File: config.mk
export PLATFORM = sky130hd
export DESIGN_NAME = uart_tx_arbiter
export DESIGN_NICKNAME = d
export VERILOG_FILES = /design/src/rtl/uart_tx_arbiter.sv
export SDC_FILE = /design/constraint.sdc
export NUM_CORES = 1
export LEC_CHECK = 0
export CAP_MARGIN = 40
export CORE_ASPECT_RATIO = 1.5
export CORE_MARGIN = 3
export CORE_UTILIZATION = 23
export CTS_CLUSTER_DIAMETER = 50
export DETAILED_ROUTE_END_ITERATION = 10
export PLACE_DENSITY = 0.52
export SETUP_SLACK_MARGIN = 0.05
export SLEW_MARGIN = 10
export SYNTH_ARGS = -nofsm -noshare
export SYNTH_HDL_FRONTEND = slang
export SYNTH_SLANG_ARGS = --single-unit
File: constraint.sdc
create_clock -name clock -period 4.5 [get_ports clock]
set_clock_uncertainty 0.15 [all_clocks]
set_input_delay 0.675 -clock clock [delete_from_list [all_inputs] [get_ports clock]]
set_output_delay 0.675 -clock clock [all_outputs]
set_load 0.01 [all_outputs]
File: src/rtl/uart_tx_arbiter.sv
// Purpose: round-robin scheduler that shares one uart_tx datapath among NUM_REQ byte requesters.
// Latency: req in IDLE -> ack next posedge; tx_send rises one cycle after ack.
// Backpressure: a requester holds req until it sees ack. Frames are serialised, with a GAP_CYCLES idle gap between them.
// Optional: define TX_TIMEOUT_EN to enable the per-frame watchdog (err pulses, frame abort).
module uart_tx_arbiter #(
  parameter int NUM_REQ        = 4,
  parameter int GNT_W          = 2,
  parameter int GAP_CYCLES     = 16,
  parameter int TIMEOUT_CYCLES = 200000
) (
  input  logic                 clock,
  input  logic                 rst,
  input  logic [NUM_REQ-1:0]   req,
  input  logic [8*NUM_REQ-1:0] req_data,
  input  logic [4*NUM_REQ-1:0] req_cfg,
  output logic [NUM_REQ-1:0]   ack,
  output logic [NUM_REQ-1:0]   done,
  output logic [NUM_REQ-1:0]   err,
  output logic                 busy,
  output logic [GNT_W-1:0]     grant_id,
  output logic                 tx_send,
  output logic [7:0]           tx_data,
  output logic [1:0]           tx_parity_type,
  output logic                 tx_stop_bits,
  output logic                 tx_data_length,
  input  logic                 tx_active,
  input  logic                 tx_done
);

  typedef enum logic [2:0] {
    S_IDLE    = 3'd0,
    S_START   = 3'd1,
    S_WAIT_DN = 3'd2,
    S_FINISH  = 3'd3,
    S_GAP     = 3'd4
  } state_t;

  localparam int               GAP_W    = (GAP_CYCLES > 1) ? $clog2(GAP_CYCLES) : 1;
  localparam logic [GAP_W-1:0] GAP_LAST = GAP_W'((GAP_CYCLES > 0) ? GAP_CYCLES - 1 : 0);
  localparam logic [GNT_W-1:0] LAST_ID  = GNT_W'(NUM_REQ - 1);
  // With no gap configured, a finished or aborted frame returns straight to IDLE.
  localparam state_t           POST_FRAME = (GAP_CYCLES > 0) ? S_GAP : S_IDLE;

  state_t            state_q, state_d;
  logic [GNT_W-1:0]  ptr_q;
  logic [GNT_W-1:0]  sel;
  logic              sel_vld;
  logic [GNT_W:0]    scan_sum;
  logic [GNT_W-1:0]  scan_idx;
  logic [7:0]        sel_dat;
  logic [3:0]        sel_cfg;
  logic [GAP_W-1:0]  gap_cnt_q;
  logic              tx_done_prev;
  logic              tx_rise;
  logic              timeout_hit;
  logic              frame_abort;
  logic              grant_now;
  logic [GNT_W-1:0]  ptr_next;

  assign busy      = (state_q != S_IDLE);
  assign tx_rise   = tx_done & ~tx_done_prev;
  assign grant_now = (state_q == S_IDLE) && sel_vld;
  assign ptr_next  = (grant_id == LAST_ID) ? '0 : grant_id + 1'b1;
  assign sel_dat   = req_data[{sel, 3'b000} +: 8];
  assign sel_cfg   = req_cfg[{sel, 2'b00} +: 4];

  // Watchdog fires only when the frame has not advanced in the same cycle.
  assign frame_abort = timeout_hit &&
                       (((state_q == S_START)   && !tx_active) ||
                        ((state_q == S_WAIT_DN) && !tx_rise));

  // Round-robin scan: the first set request at or above ptr, wrapping. Scanning downward makes the smallest offset win.
  always_comb begin
    sel      = ptr_q;
    sel_vld  = 1'b0;
    scan_sum = '0;
    scan_idx = '0;
    for (int k = NUM_REQ - 1; k >= 0; k--) begin
      scan_sum = {1'b0, ptr_q} + (GNT_W+1)'(k);
      if (scan_sum >= (GNT_W+1)'(NUM_REQ)) begin
        scan_sum = scan_sum - (GNT_W+1)'(NUM_REQ);
      end
      scan_idx = scan_sum[GNT_W-1:0];
      if (req[scan_idx]) begin
        sel     = scan_idx;
        sel_vld = 1'b1;
      end
    end
  end

  // Next-state logic. A stale tx_done is ignored in START; only a fresh rising edge in WAIT_DN ends the frame.
  always_comb begin
    state_d = state_q;
    case (state_q)
      S_IDLE:    if (sel_vld) state_d = S_START;
      S_START:   begin
        if (tx_active)        state_d = S_WAIT_DN;
        else if (timeout_hit) state_d = POST_FRAME;
      end
      S_WAIT_DN: begin
        if (tx_rise)          state_d = S_FINISH;
        else if (timeout_hit) state_d = POST_FRAME;
      end
      S_FINISH:  state_d = POST_FRAME;
      S_GAP:     if (gap_cnt_q == GAP_LAST) state_d = S_IDLE;
      default:   state_d = S_IDLE;
    endcase
  end

  // State register.
  always_ff @(posedge clock or posedge rst) begin
    if (rst) state_q <= S_IDLE;
    else     state_q <= state_d;
  end

  // Capture the winner's byte and config at grant. They are held until the next grant, so later requester changes are invisible.
  always_ff @(posedge clock or posedge rst) begin
    if (rst) begin
      grant_id       <= '0;
      tx_data        <= '0;
      tx_parity_type <= '0;
      tx_stop_bits   <= 1'b0;
      tx_data_length <= 1'b0;
    end else if (grant_now) begin
      grant_id       <= sel;
      tx_data        <= sel_dat;
      tx_parity_type <= sel_cfg[3:2];
      tx_stop_bits   <= sel_cfg[1];
      tx_data_length <= sel_cfg[0];
    end
  end

  // One-cycle ack/done pulses, aligned with the first cycle of START and with FINISH.
  always_ff @(posedge clock or posedge rst) begin
    if (rst) begin
      ack  <= '0;
      done <= '0;
    end else begin
      ack  <= grant_now ? (NUM_REQ'(1) << sel) : '0;
      done <= ((state_q == S_WAIT_DN) && tx_rise) ? (NUM_REQ'(1) << grant_id) : '0;
    end
  end

  // After every completed or aborted frame, rotate priority to the client after the last grant.
  always_ff @(posedge clock or posedge rst) begin
    if (rst)                                     ptr_q <= '0;
    else if ((state_q == S_FINISH) || frame_abort) ptr_q <= ptr_next;
  end

  // Send is asserted from the second START cycle through WAIT_DN, giving ack a cycle of lead over tx_send.
  always_ff @(posedge clock or posedge rst) begin
    if (rst) tx_send <= 1'b0;
    else     tx_send <= ((state_d == S_START) || (state_d == S_WAIT_DN)) && (state_q != S_IDLE);
  end

  // Previous tx_done sample, used for rising-edge detection.
  always_ff @(posedge clock or posedge rst) begin
    if (rst) tx_done_prev <= 1'b0;
    else     tx_done_prev <= tx_done;
  end

  // The inter-frame gap counter runs only in GAP and restarts from zero on each entry.
  always_ff @(posedge clock or posedge rst) begin
    if (rst)                    gap_cnt_q <= '0;
    else if (state_q != S_GAP)  gap_cnt_q <= '0;
    else                        gap_cnt_q <= gap_cnt_q + 1'b1;
  end

`ifdef TX_TIMEOUT_EN
  localparam int TO_W = $clog2(TIMEOUT_CYCLES + 1);
  logic [TO_W-1:0] to_cnt_q;

  // Cycle count across START/WAIT_DN. It is cleared at grant (entry to START) and expires when it reaches TIMEOUT_CYCLES.
  always_ff @(posedge clock or posedge rst) begin
    if (rst)                                               to_cnt_q <= '0;
    else if (grant_now)                                    to_cnt_q <= '0;
    else if ((state_q == S_START) || (state_q == S_WAIT_DN)) to_cnt_q <= to_cnt_q + 1'b1;
  end

  assign timeout_hit = ((state_q == S_START) || (state_q == S_WAIT_DN)) &&
                       (to_cnt_q == TO_W'(TIMEOUT_CYCLES - 1));

  // An aborted frame reports err instead of done.
  always_ff @(posedge clock or posedge rst) begin
    if (rst) err <= '0;
    else     err <= frame_abort ? (NUM_REQ'(1) << grant_id) : '0;
  end
`else
  logic [31:0] unused_timeout;
  assign unused_timeout = 32'(TIMEOUT_CYCLES);
  assign timeout_hit    = 1'b0;
  assign err            = '0;
`endif

endmodule

Run 1, power grid:
Pins as bars on the die edge.
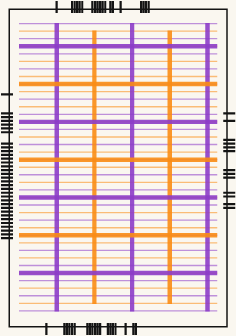
VSS -> purple
VDD -> orange
met5 straps = 7
rows = 38
horizontal die size: 77.8 um
Peak VDD IR: 220 uV

Run 1, cells colored by class:
The bar under the picture is 20 um long.
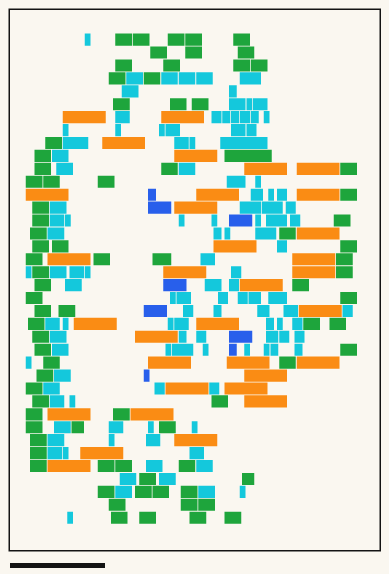
registers -> orange  # cells 33, share of their area 32%
remaining buffers and delay cells -> green  # cells 83, share of their area 32%
clock drivers and dummy loads -> blue  # cells 8, share of their area 3.2%
remaining logic cells -> cyan  # cells 118, share of their area 33%
final design area excluding fillers: 0.00275 sq mm
fraction of the core area covered by cells at the end of the flow: 37.3%
core box area: 0.00737 sq mm
register share of the cell area: 30.1%

==> summary.txt, run 1 <==
Latest figures from synthesis and place and route.

The quantity of gates resized following cts is 0. Measured against the total synthesized area, the mux share comes to 14.1%. Detailed placement ended at an HPWL of ~3400 um. Once detail routing completed, the nets flagged for antenna violations numbered 0. The CTS buffer count is 5. The count of endpoints failing setup in the final report is 0.

Before CTS, the worst setup slack after placement is ~1.4 ns. The clock latency on the worst-skew pair is 0.28 ns. The flow reports power dissipated in sequential cells as 0.480 mW. Among all stages on the critical path, the largest delay is contributed by sky130_fd_sc_hd__clkdlybuf4s50_1. The routed metal-1 wire length is 1630 um. The terminating pin of the worst hold path is gap_cnt_q[0]$_DFF_PP0_.

The complex-gate fraction of the synthesized area is 12.0%. The layout has 4 inverters outside the clock class. The yosys synthesis warning count is 0. Broken down by cell family, the worst path's largest delay share belongs to buffers and inverters. The share of total power dissipated in combinational logic is between 50% and 60%. The start-to-end type of the worst setup path is primary input to register.

A synthesized cell averages ~11 sq um. The clock network is responsible for 14.9% of the overall power. Setup repair after global routing left no endpoint under its margin.

The flow ran to the end, and the final reports show no timing, DRC or antenna violations. The buffer share of cell area is 30.8%. The leading register cell type out of synthesis is sky130_fd_sc_hd__dfrtp_1. The transition at the pin with the smallest max-transition slack is 0.762 ns.

The number of sequential cells in the layout is 33. Yosys reported that registers with async set or reset make up 100%. Registers take 826 sq um. The root buffer cell is sky130_fd_sc_hd__clkbuf_8. The total congestion overflow after global routing is 0. Per the detailed placement report, the placed cell area equals 0.00266 sq mm. The most critical setup path has its startpoint at req[0]. The clock sink total is 33. The STA report counts the stages on the worst setup path as 8.

The number of nets in the layout is 302. The clock transition at the registers of the reported paths is about 0.07 ns. The final max-slew violation count is 0. After its last routability iteration, the placer logged a weighted congestion of slightly below 0.7.

The fraction of power spent switching nets is 36.8%. STA classifies the critical path startpoint as a primary input. Leaving out fill and tap cells, the most frequent cells in the layout are sky130_fd_sc_hd__clkdlybuf4s50_1, sky130_fd_sc_hd__dfrtp_1, sky130_fd_sc_hd__mux2i_1.

The worst register-to-register path ends at tx_data[4]$_DFFE_PP0P_. Once the clock tree was built, the setup fixing pass inserted 0 buffers. The number of buffers and inverters on the critical path is 3. The initial antenna violation count came to 0.
Run 1, clock wires, drivers and flops:
The bar under the picture is 20 um long.
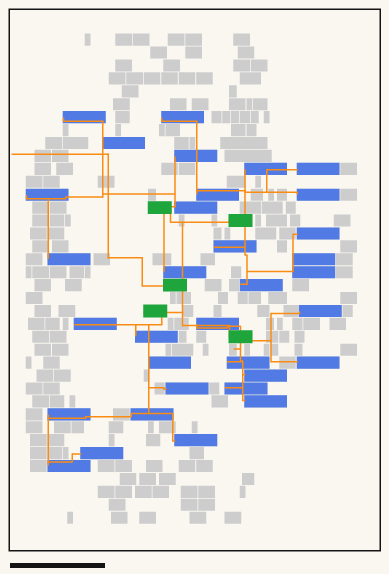
flip-flops -> blue  # count 33
clock-net drivers -> green  # count 5
clock wires -> orange  # length 490 um
routed clock nets = 6

Run 1, the clock network:
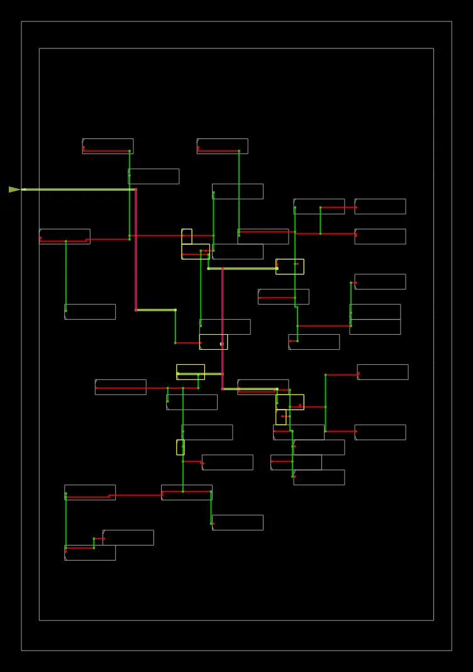

## Run 2: what changed since run 1
==> constraint.sdc (replaced) <==
create_clock -name clock -period 2.8 [get_ports clock]
set_clock_uncertainty 0.15 [all_clocks]
set_input_delay 0.42 -clock clock [delete_from_list [all_inputs] [get_ports clock]]
set_output_delay 0.42 -clock clock [all_outputs]
set_load 0.01 [all_outputs]
Run 2, the clock network:
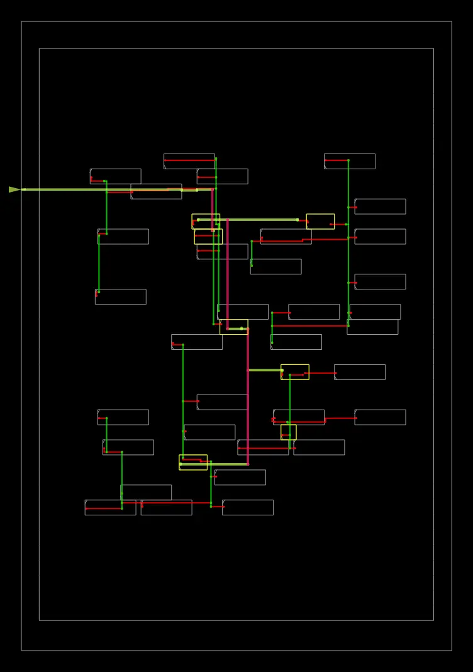
number of buffers inserted during clock tree synthesis: 5
number of clock sinks seen by CTS: 33
Seq cells: 33
Insertion Delay late pin: 0.28 ns

==> summary.txt, run 2 <==
Latest figures from synthesis and place and route.

The power density normalized to cell area is 848 mW/mm^2. The leakage component of the power is 1.18 nW. The launch instance of the worst min-delay path is gap_cnt_q[0]$_DFF_PP0_. The combined flip-flop and latch cell area is 826 sq um (unchanged). The worst supply voltage drop on vdd is 354 uV (+61%). The final max-slew violation count is 0 (unchanged). The initial antenna violation count is 0 (unchanged). The start-to-end type of the worst setup path is register to output port.

The area fraction in and, or, nand and nor cells after synthesis is ~17%. The complex-gate fraction of the synthesized area is 12.0% (unchanged). The total non-filler cell area in the finished layout was 0.00274 sq mm (-0.32%).

Signal nets in the final route climb as high as met4. The final weighted congestion of routability-driven global placement is 0.730 (+6.6%). The x dimension of the die is 77.8 um (unchanged).

The synthesized design devotes to its leading area cell type 46.4% of total area. Counting flops with a built-in enable in the synthesized netlist gives 0. The top cell types in the final layout, fill and taps aside, are sky130_fd_sc_hd__clkdlybuf4s50_1, sky130_fd_sc_hd__dfrtp_1, sky130_fd_sc_hd__mux2i_1.

The routed metal-1 wire length is 1660 um (+1.8%). The post-synthesis async set-or-reset flop share was 100% (unchanged). The transition at the pin with the smallest max-transition slack was 0.601 ns (-0.161 ns). The detailed placer's ending HPWL came to 3500 um (+3.1%). The kind of cell with the highest combined delay along the critical path is buffers and inverters. The clock transition at the registers of the reported paths is 0.07 ns (about the same).

The synthesized-area fraction occupied by adder cells is 3.52%. The worst reg2reg path endpoint is tx_parity_type[0]$_DFFE_PP0P_. The sequential-cell power consumption is 0.777 mW (+62%).

The core area is 0.00737 sq mm (unchanged). The pre-CTS worst setup slack is 0.292 ns (-1.14 ns). The quantity of gates resized following cts is 0 (unchanged). The yosys synthesis warning count is 0 (unchanged). Listed in order, past its start point the critical path passes or3_4 -> clkdlybuf4s50_1.

The multiplexer share of the synthesized area came to 14.1% (unchanged). The count of endpoints failing setup in the final report is 0 (unchanged). The fraction of layout instances using a drive strength above 1 is 8.26%. The buffer count from post-CTS setup fixing is 0 (unchanged). The layout has 766 filler cells. The switching power is 0.851 mW. The DRC violations left is 0.

The total congestion overflow after global routing is 0 (unchanged). The final antenna-violating net count is 0 (unchanged). The instance area at placement is 0.00265 sq mm (-0.61%).

Setup repair after global routing left no endpoint under its margin. The maximum clock rate is about 440 MHz. The slack of the worst reg-to-reg path is 0.92 ns.

OpenSTA lists the critical path startpoint as state_q[1]$_DFF_PP0_. The logic depth of the worst path, buffers included was 2 (-6). The fraction of standard cell area that is sequential is 30.2% (+0.096 points).

The most frequent cell after synthesis is sky130_fd_sc_hd__dfrtp_1. The class of the worst hold path is register to register. The average footprint of a synthesized cell is 11.2 sq um (unchanged). After layout, the worst path uses 80.8% of the clock period. The startpoint type of the worst setup path is a register. The first global-routing pass estimated 7420 um of wire. The terminating pin of the worst hold path is gap_cnt_q[0]$_DFF_PP0_. In the Yosys report, the sequential cells make up about 46% of the chip area. The slowest library cell on the worst path is sky130_fd_sc_hd__clkdlybuf4s50_1. The buffer share of cell area is 30.3% (-0.50 points).

The power in the clock group is 0.368 mW. The combinational share of power is 50.7% (-1.2 points). The final number of hold-violating endpoints is 0.

The run finished with clean final reports. The TritonCTS clock tree is yes. The commonest register cell is sky130_fd_sc_hd__dfrtp_1. The combinational gate power is 1.18 mW. The post-layout utilization of the core is 37.1% (-0.12 points). The count of hold buffers inserted by post-cts repair is 0. The number of buffers and inverters on the critical path is 1 (-2). Detailed routing placed a total of 328 um of wire on met3.

The clock network fraction of total power is 15.8% (+0.9 points). The fraction of power spent switching nets came to 36.7% (-0.14 points). The number of nets in the layout is 303 (+0.33%).

The non-clock inverter total of the final layout is 4 (unchanged). The number of placed I/O pins is roughly 84. The OpenROAD report gives the critical path a required time of 2.23 ns. Leaving out buffers and inverters, the combinational logic in the layout accounts for 853 sq um.

In this run the clock root is driven by a sky130_fd_sc_hd__clkbuf_8. After synthesis, the chip area reported by Yosys is about 0.0018 sq mm.
Run 2, metal layers overlaid:
Two of the layers only.
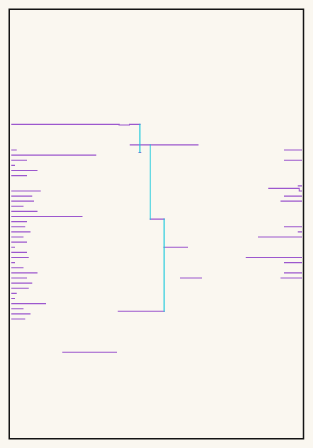
M4 -> cyan  # wire length 51.7 um
M3 -> purple  # wire length 329 um
Wirelength per Cell: 13.1 um
total vias in the final route: 1457
global-route usage over all layers: 10.7%
wire length reported by the detailed router: 4490 um

Power and IR drop assume default switching activity.
